File: src/rtl/boxcar_lpf_mc.sv
// Time-multiplexed multi-channel boxcar (moving-sum) low-pass filter with CLEAR drain/sweep control.
// Define BOXCAR_LPF_SAT_EN to clamp the shifted sum to the output range; otherwise it wraps.
module boxcar_lpf_mc #(
  parameter int SIGNAL_WIDTH = 10,
  parameter int PERIOD       = 18,
  parameter int CHANNELS     = 2,
  parameter int SHIFT        = 4,
  localparam int CH_W        = (CHANNELS > 1) ? $clog2(CHANNELS) : 1
) (
  input  logic                           CLK,
  input  logic                           RESET,
  input  logic                           IN_VALID,
  output logic                           IN_READY,
  input  logic [CH_W-1:0]                IN_CH,
  input  logic signed [SIGNAL_WIDTH-1:0] IN_DATA,
  input  logic                           CLEAR,
  output logic                           OUT_VALID,
  output logic [CH_W-1:0]                OUT_CH,
  output logic signed [SIGNAL_WIDTH-1:0] OUT_DATA
);

  localparam int SW    = SIGNAL_WIDTH + $clog2(PERIOD + 1);
  localparam int IDX_W = $clog2(PERIOD);
  localparam int CNT_W = $clog2(PERIOD + 1);

  localparam logic [CNT_W-1:0] CNT_FULL = CNT_W'(PERIOD);
  localparam logic [IDX_W-1:0] IDX_LAST = IDX_W'(PERIOD - 1);
  localparam logic [CH_W:0]    NUM_CH   = (CH_W + 1)'(CHANNELS);
  localparam logic [CH_W-1:0]  LAST_CH  = CH_W'(CHANNELS - 1);

  typedef enum logic [1:0] {IDLE, DRAIN, SWEEP} state_t;

  state_t          state;
  logic            ready;
  logic [CH_W-1:0] sweep_ch;
  logic            accept;

  logic                           s1_valid;
  logic [CH_W-1:0]                s1_ch;
  logic signed [SIGNAL_WIDTH-1:0] s1_data;

  logic signed [SW-1:0]           sum_q [CHANNELS];
  logic [CNT_W-1:0]               cnt_q [CHANNELS];
  logic [IDX_W-1:0]               idx_q [CHANNELS];
  logic signed [SIGNAL_WIDTH-1:0] ring  [CHANNELS][PERIOD];

  logic signed [SW-1:0]           sum_cur;
  logic [CNT_W-1:0]               cnt_cur;
  logic [IDX_W-1:0]               idx_cur;
  logic signed [SIGNAL_WIDTH-1:0] oldest;
  logic                           full;
  logic signed [SW-1:0]           x_ext;
  logic signed [SW-1:0]           old_ext;
  logic signed [SW-1:0]           sum_new;
  logic signed [SIGNAL_WIDTH-1:0] out_fit;

  assign IN_READY = ready;
  assign accept   = IN_VALID && ready && !CLEAR && ({1'b0, IN_CH} < NUM_CH);

  // Control FSM: CLEAR waits for the pipeline to empty, then zeroes one channel per cycle.
  always_ff @(posedge CLK) begin
    if (RESET) begin
      state    <= IDLE;
      ready    <= 1'b1;
      sweep_ch <= '0;
    end else begin
      case (state)
        IDLE: begin
          if (CLEAR) begin
            state <= DRAIN;
            ready <= 1'b0;
          end
        end
        DRAIN: begin
          if (!s1_valid && !OUT_VALID) begin
            state    <= SWEEP;
            sweep_ch <= '0;
          end
        end
        SWEEP: begin
          if (sweep_ch == LAST_CH) begin
            state <= IDLE;
            ready <= 1'b1;
          end else begin
            sweep_ch <= sweep_ch + CH_W'(1);
          end
        end
        default: begin
          state <= IDLE;
          ready <= 1'b1;
        end
      endcase
    end
  end

  always_ff @(posedge CLK) begin
    if (RESET) begin
      s1_valid <= 1'b0;
      s1_ch    <= '0;
      s1_data  <= '0;
    end else begin
      s1_valid <= accept;
      if (accept) begin
        s1_ch   <= IN_CH;
        s1_data <= IN_DATA;
      end
    end
  end

  // Channel state is read and written back in the same stage, so a sample arriving
  // the very next cycle on the same channel already sees the updated sum/count/index.
  assign sum_cur = sum_q[s1_ch];
  assign cnt_cur = cnt_q[s1_ch];
  assign idx_cur = idx_q[s1_ch];
  assign oldest  = ring[s1_ch][idx_cur];
  assign full    = (cnt_cur == CNT_FULL);
  assign x_ext   = {{(SW - SIGNAL_WIDTH){s1_data[SIGNAL_WIDTH-1]}}, s1_data};
  assign old_ext = {{(SW - SIGNAL_WIDTH){oldest[SIGNAL_WIDTH-1]}}, oldest};
  assign sum_new = sum_cur + x_ext - (full ? old_ext : {SW{1'b0}});

`ifdef BOXCAR_LPF_SAT_EN
  localparam logic signed [SW-1:0] SAT_MAX = SW'((2 ** (SIGNAL_WIDTH - 1)) - 1);
  localparam logic signed [SW-1:0] SAT_MIN = SW'(-(2 ** (SIGNAL_WIDTH - 1)));

  logic signed [SW-1:0] shifted;

  assign shifted = sum_new >>> SHIFT;

  always_comb begin
    out_fit = shifted[SIGNAL_WIDTH-1:0];
    if (shifted > SAT_MAX) begin
      out_fit = SAT_MAX[SIGNAL_WIDTH-1:0];
    end else if (shifted < SAT_MIN) begin
      out_fit = SAT_MIN[SIGNAL_WIDTH-1:0];
    end
  end
`else
  assign out_fit = SIGNAL_WIDTH'(sum_new >>> SHIFT);
`endif

  always_ff @(posedge CLK) begin
    if (RESET) begin
      for (int c = 0; c < CHANNELS; c++) begin
        sum_q[c] <= '0;
        cnt_q[c] <= '0;
        idx_q[c] <= '0;
      end
    end else if (state == SWEEP) begin
      sum_q[sweep_ch] <= '0;
      cnt_q[sweep_ch] <= '0;
      idx_q[sweep_ch] <= '0;
    end else if (s1_valid) begin
      sum_q[s1_ch] <= sum_new;
      if (!full) begin
        cnt_q[s1_ch] <= cnt_cur + CNT_W'(1);
      end
      idx_q[s1_ch] <= (idx_cur == IDX_LAST) ? '0 : idx_cur + IDX_W'(1);
    end
  end

  // Sample storage needs no reset: the fill count decides whether an entry is ever read.
  always_ff @(posedge CLK) begin
    if (s1_valid) begin
      ring[s1_ch][idx_cur] <= s1_data;
    end
  end

  always_ff @(posedge CLK) begin
    if (RESET) begin
      OUT_VALID <= 1'b0;
      OUT_CH    <= '0;
      OUT_DATA  <= '0;
    end else begin
      OUT_VALID <= s1_valid;
      if (s1_valid) begin
        OUT_CH   <= s1_ch;
        OUT_DATA <= out_fit;
      end
    end
  end

endmodule

File: config.mk
export PLATFORM = sky130hd
export DESIGN_NAME = boxcar_lpf_mc
export DESIGN_NICKNAME = d
export VERILOG_FILES = /design/src/rtl/boxcar_lpf_mc.sv
export SDC_FILE = /design/constraint.sdc
export NUM_CORES = 1
export LEC_CHECK = 0
export ABC_AREA = 1
export CAP_MARGIN = 20
export CORE_UTILIZATION = 42
export DETAILED_ROUTE_END_ITERATION = 6
export MAX_ROUTING_LAYER = met4
export PLACE_DENSITY = 0.64
export SYNTH_ARGS = -nofsm -noshare
export SYNTH_HDL_FRONTEND = slang
export SYNTH_SLANG_ARGS = --single-unit
File: constraint.sdc
create_clock -name CLK -period 3.4 [get_ports CLK]
set_clock_uncertainty 0.1 [all_clocks]
set_input_delay 0.68 -clock CLK [delete_from_list [all_inputs] [get_ports CLK]]
set_output_delay 0.68 -clock CLK [all_outputs]
set_load 0.02 [all_outputs]
**Met1 routing**

Scale bar: 50 µm. Supply wires on this layer in gray.
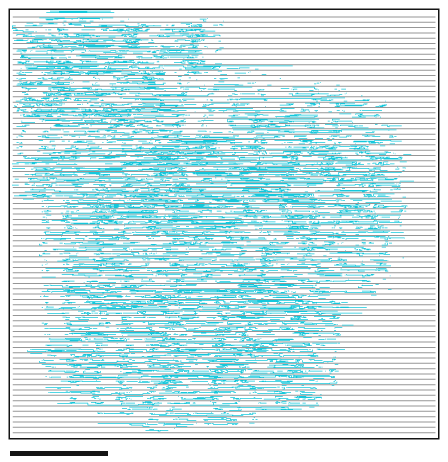
The wires run mostly horizontal. The layer carries 21.7 mm of wire. 2015 nets have wire on it.

**The metal 3 layer**

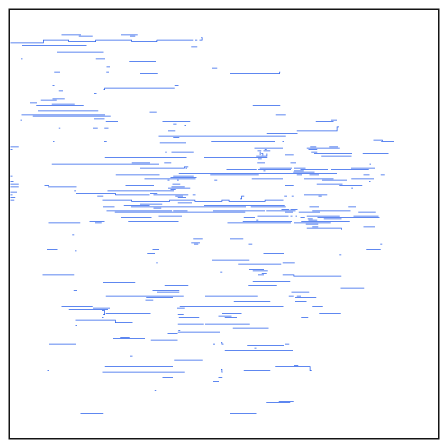
The layer holds 6.4% of the routed length. The layer carries 3300 µm of wire. The longest straight run is 80.5 µm. 169 nets have wire on it.

==> flow_summary_export.csv <==
group,metric,value,unit
status,status,"finished, violations left",
status,violations,"setup timing",
power,ir_drop,481,µV
layout,final_nets,2138,
synth,async_flop_share,0,%
clock_tree,ctsHtreeMaxLevel,2,
flow_run,drv_cap,0,
synth,edf_count,408,
critical_path,cpLargestDelayFamily,"simple AND/OR/NAND/NOR gates",
critical_path,r2r-end,"sum_q[1][12]",
critical_path,critPathBufInv,5,
power,total_power,13.6,mW
final_timing,finalClockPeriodUsage,108,%
clock_tree,clockBufferDepth,3,
clock_tree,cts_buffers,46,
floorplanning,die_y,218,µm
final_timing,max_slew_margin,55.2,%
final_timing,setup_slack,-0.268,ns
critical_path,cp_slowest_cell,"fa_1",
global_routing,grt_pass1_wl,79500,µm
global_routing,grt_usage,22.7,%
clock_tree,cts_tree,"yes",
final_timing,slew_viol_final,0,
critical_path,crit_path_end_kind,"flop",
clock_tree,cts.sinks,437,
detailed_routing,vias,14100,
critical_path,crit_arrival,3.90,ns
detailed_routing,wl,51400,µm
floorplanning,rows,78,
synth,top_cell,"nand2_1",
floorplanning,core_area,0.0458,mm²
placed_design,place_ws,-0.482,ns
synth,syn-cell-area,0.0197,mm²
synth,syn_inst,1917,
global_routing,top_usage_layer,"met2",
critical_path,endpoint,"sum_q[1][12]",
final_timing,min_period,3.67,ns
layout,fillers,3769,
critical_path,worst_setup_path_start_kind,"flop",
critical_path,critPathKind,"flop to flop",
clock_tree,holdBufCountCts,0,
synth,syn-mean-instance-area,10.3,µm²
global_routing,first_global_vias,14000,
synth,syn-num-nets,1966,
clock_tree,postCtsSetupBuffers,11,
detailed_routing,drcViolationCount,0,
critical_path,cpPeakStageDelay,0.53,ns
layout,fin_util,53.2,%
synth,post-synth-top-area-cell,"edfxtp_1",
synth,ys_cells,1917,
critical_path,crit_chain,"inv_8 > buf_4 > or2_1 > o21a_1 > inv_2 > ha_4 > nand4_4 > inv_4 > buf_4 > nand2_2 > fa_1 > ha_4 > a21o_1 > a21oi_2 > nand2_2 > nand2_2 > nand2_1 > nand2_1 > nand2_1 > nand2_1 > nor2_1",
global_routing,grt_max_degree,51,
critical_path,rr_worst_depth,21,
power,seqPwrFrac,44.1,%
flow_run,log.warning_count,33,
final_timing,setup_viol,32,
**The metal 2 layer**

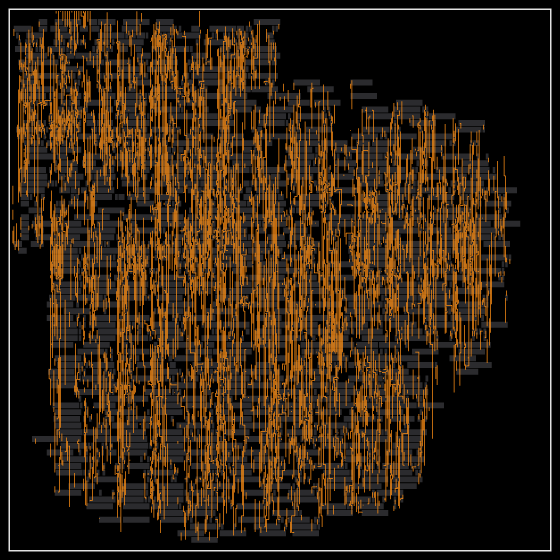
The wires run mostly vertical. The longest straight run is 89.8 µm. 1613 nets have wire on it. The layer carries 24.9 mm of wire. The layer holds 48% of the routed length.

**M4 wires**

Supply wires on this layer in gray.
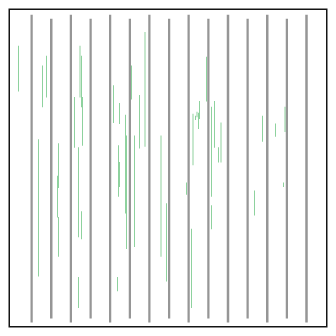
The layer holds 2.9% of the routed length. The layer carries 1480 µm of wire. The longest straight run is 94.5 µm.

## cell type report
type	count	area (µm²)	area share (%)
clock inverters	27	352	1.44
repair buffers	215	2230	9.14
inverters	86	340	1.40
flip-flops and latches	437	12800	52.7
clock buffers	53	1210	4.96
well taps	600	751	3.08
multi-input cells	1303	6650	27.3
## logic make-up after synthesis
logic type | share of synthesized area [%]
flip-flops | 65.2
adder cells (fa/ha/maj) | 2.66
buffers and inverters | 4.60
AND/OR/NAND/NOR | 24.6
AND-OR/OR-AND | 2.16
multiplexers | 0.356
XOR/XNOR | 0.401
## worst register-to-register path: stages (launching register included)
cell and delay, ns:
dfxtp_4 0.40, inv_8 0.10, buf_4 0.15, or2_1 0.20, o21a_1 0.14, inv_2 0.09, ha_4 0.15, nand4_4 0.18
inv_4 0.15, buf_4 0.12, nand2_2 0.07, fa_1 0.53, ha_4 0.23, a21o_1 0.21, a21oi_2 0.14, nand2_2 0.10
nand2_2 0.08, nand2_1 0.05, nand2_1 0.07, nand2_1 0.05, nand2_1 0.07, nor2_1 0.04
## per-layer routing
layer	wire, µm	part of all wire [%]
met2	24900	48
met1	21700	42
met4	1480	2.9
met3	3300	6.4
met5	0	0
## worst min-delay path by stage
stage	start	to	slack (ns)	cells past startpoint
4_1_cts	OUT_CH	OUT_CH	0.38	2
2_1_floorplan	sweep_ch	sweep_ch	0.42	2
3_3_place_gp	OUT_CH	OUT_CH	0.37	2
5_1_grt	OUT_CH	OUT_CH	0.40	2
3_5_place_dp	OUT_CH	OUT_CH	0.36	2
6_report	OUT_CH	OUT_CH	0.38	2
## registers in the layout, indices dropped and copies added (netlist names), 2 cells and up, named ones only
name,flops
OUT_DATA,10
cnt_q,10
idx_q,10
ring,360
s1_data,10
state,2
sum_q,28
## stage by stage
| step | instance area [µm²] | std cells |
|---|---|---|
| 6_report | 24400 | 2721 |
| 5_1_grt | 24400 | 2721 |
| 4_1_cts | 24100 | 2718 |
| 3_5_place_dp | 21600 | 2617 |
| 3_3_place_gp | 21600 | 2617 |
| 2_1_floorplan | 19700 | 1917 |
## cell usage in the layout (no fill, tap or decap), types with 9 or more instances in the layout
| cell type | n |
|---|---|
| buf_12 | 22 |
| nand2_2 | 39 |
| nand3_1 | 126 |
| nand3_2 | 27 |
| nor2_4 | 13 |
| a21oi_1 | 14 |
| inv_1 | 67 |
| edfxtp_1 | 408 |
| fa_1 | 12 |
| nor2_1 | 108 |
| inv_2 | 15 |
| o21ai_0 | 18 |
| ha_1 | 9 |
| nand2_4 | 16 |
| ha_4 | 11 |
| buf_4 | 146 |
| nand2_1 | 801 |
| clkdlybuf4s50_1 | 27 |
| o21ai_1 | 9 |
| dfxtp_1 | 27 |
| nor3_1 | 25 |
| clkinv_1 | 10 |
| clkbuf_16 | 48 |
## power groups by stage
stage | combinational (mW) | clock, mW | sequential, mW
floorplan | 1.07 | 0 | 6.17
global placement | 1.86 | 0 | 6.12
detailed placement | 1.89 | 0 | 6.12
CTS | 2.23 | 5.27 | 6.01
global route | 2.60 | 5.46 | 6.01
finish | 2.39 | 5.22 | 6.01
No activity file was given, so power comes from the tool's default toggle rates.
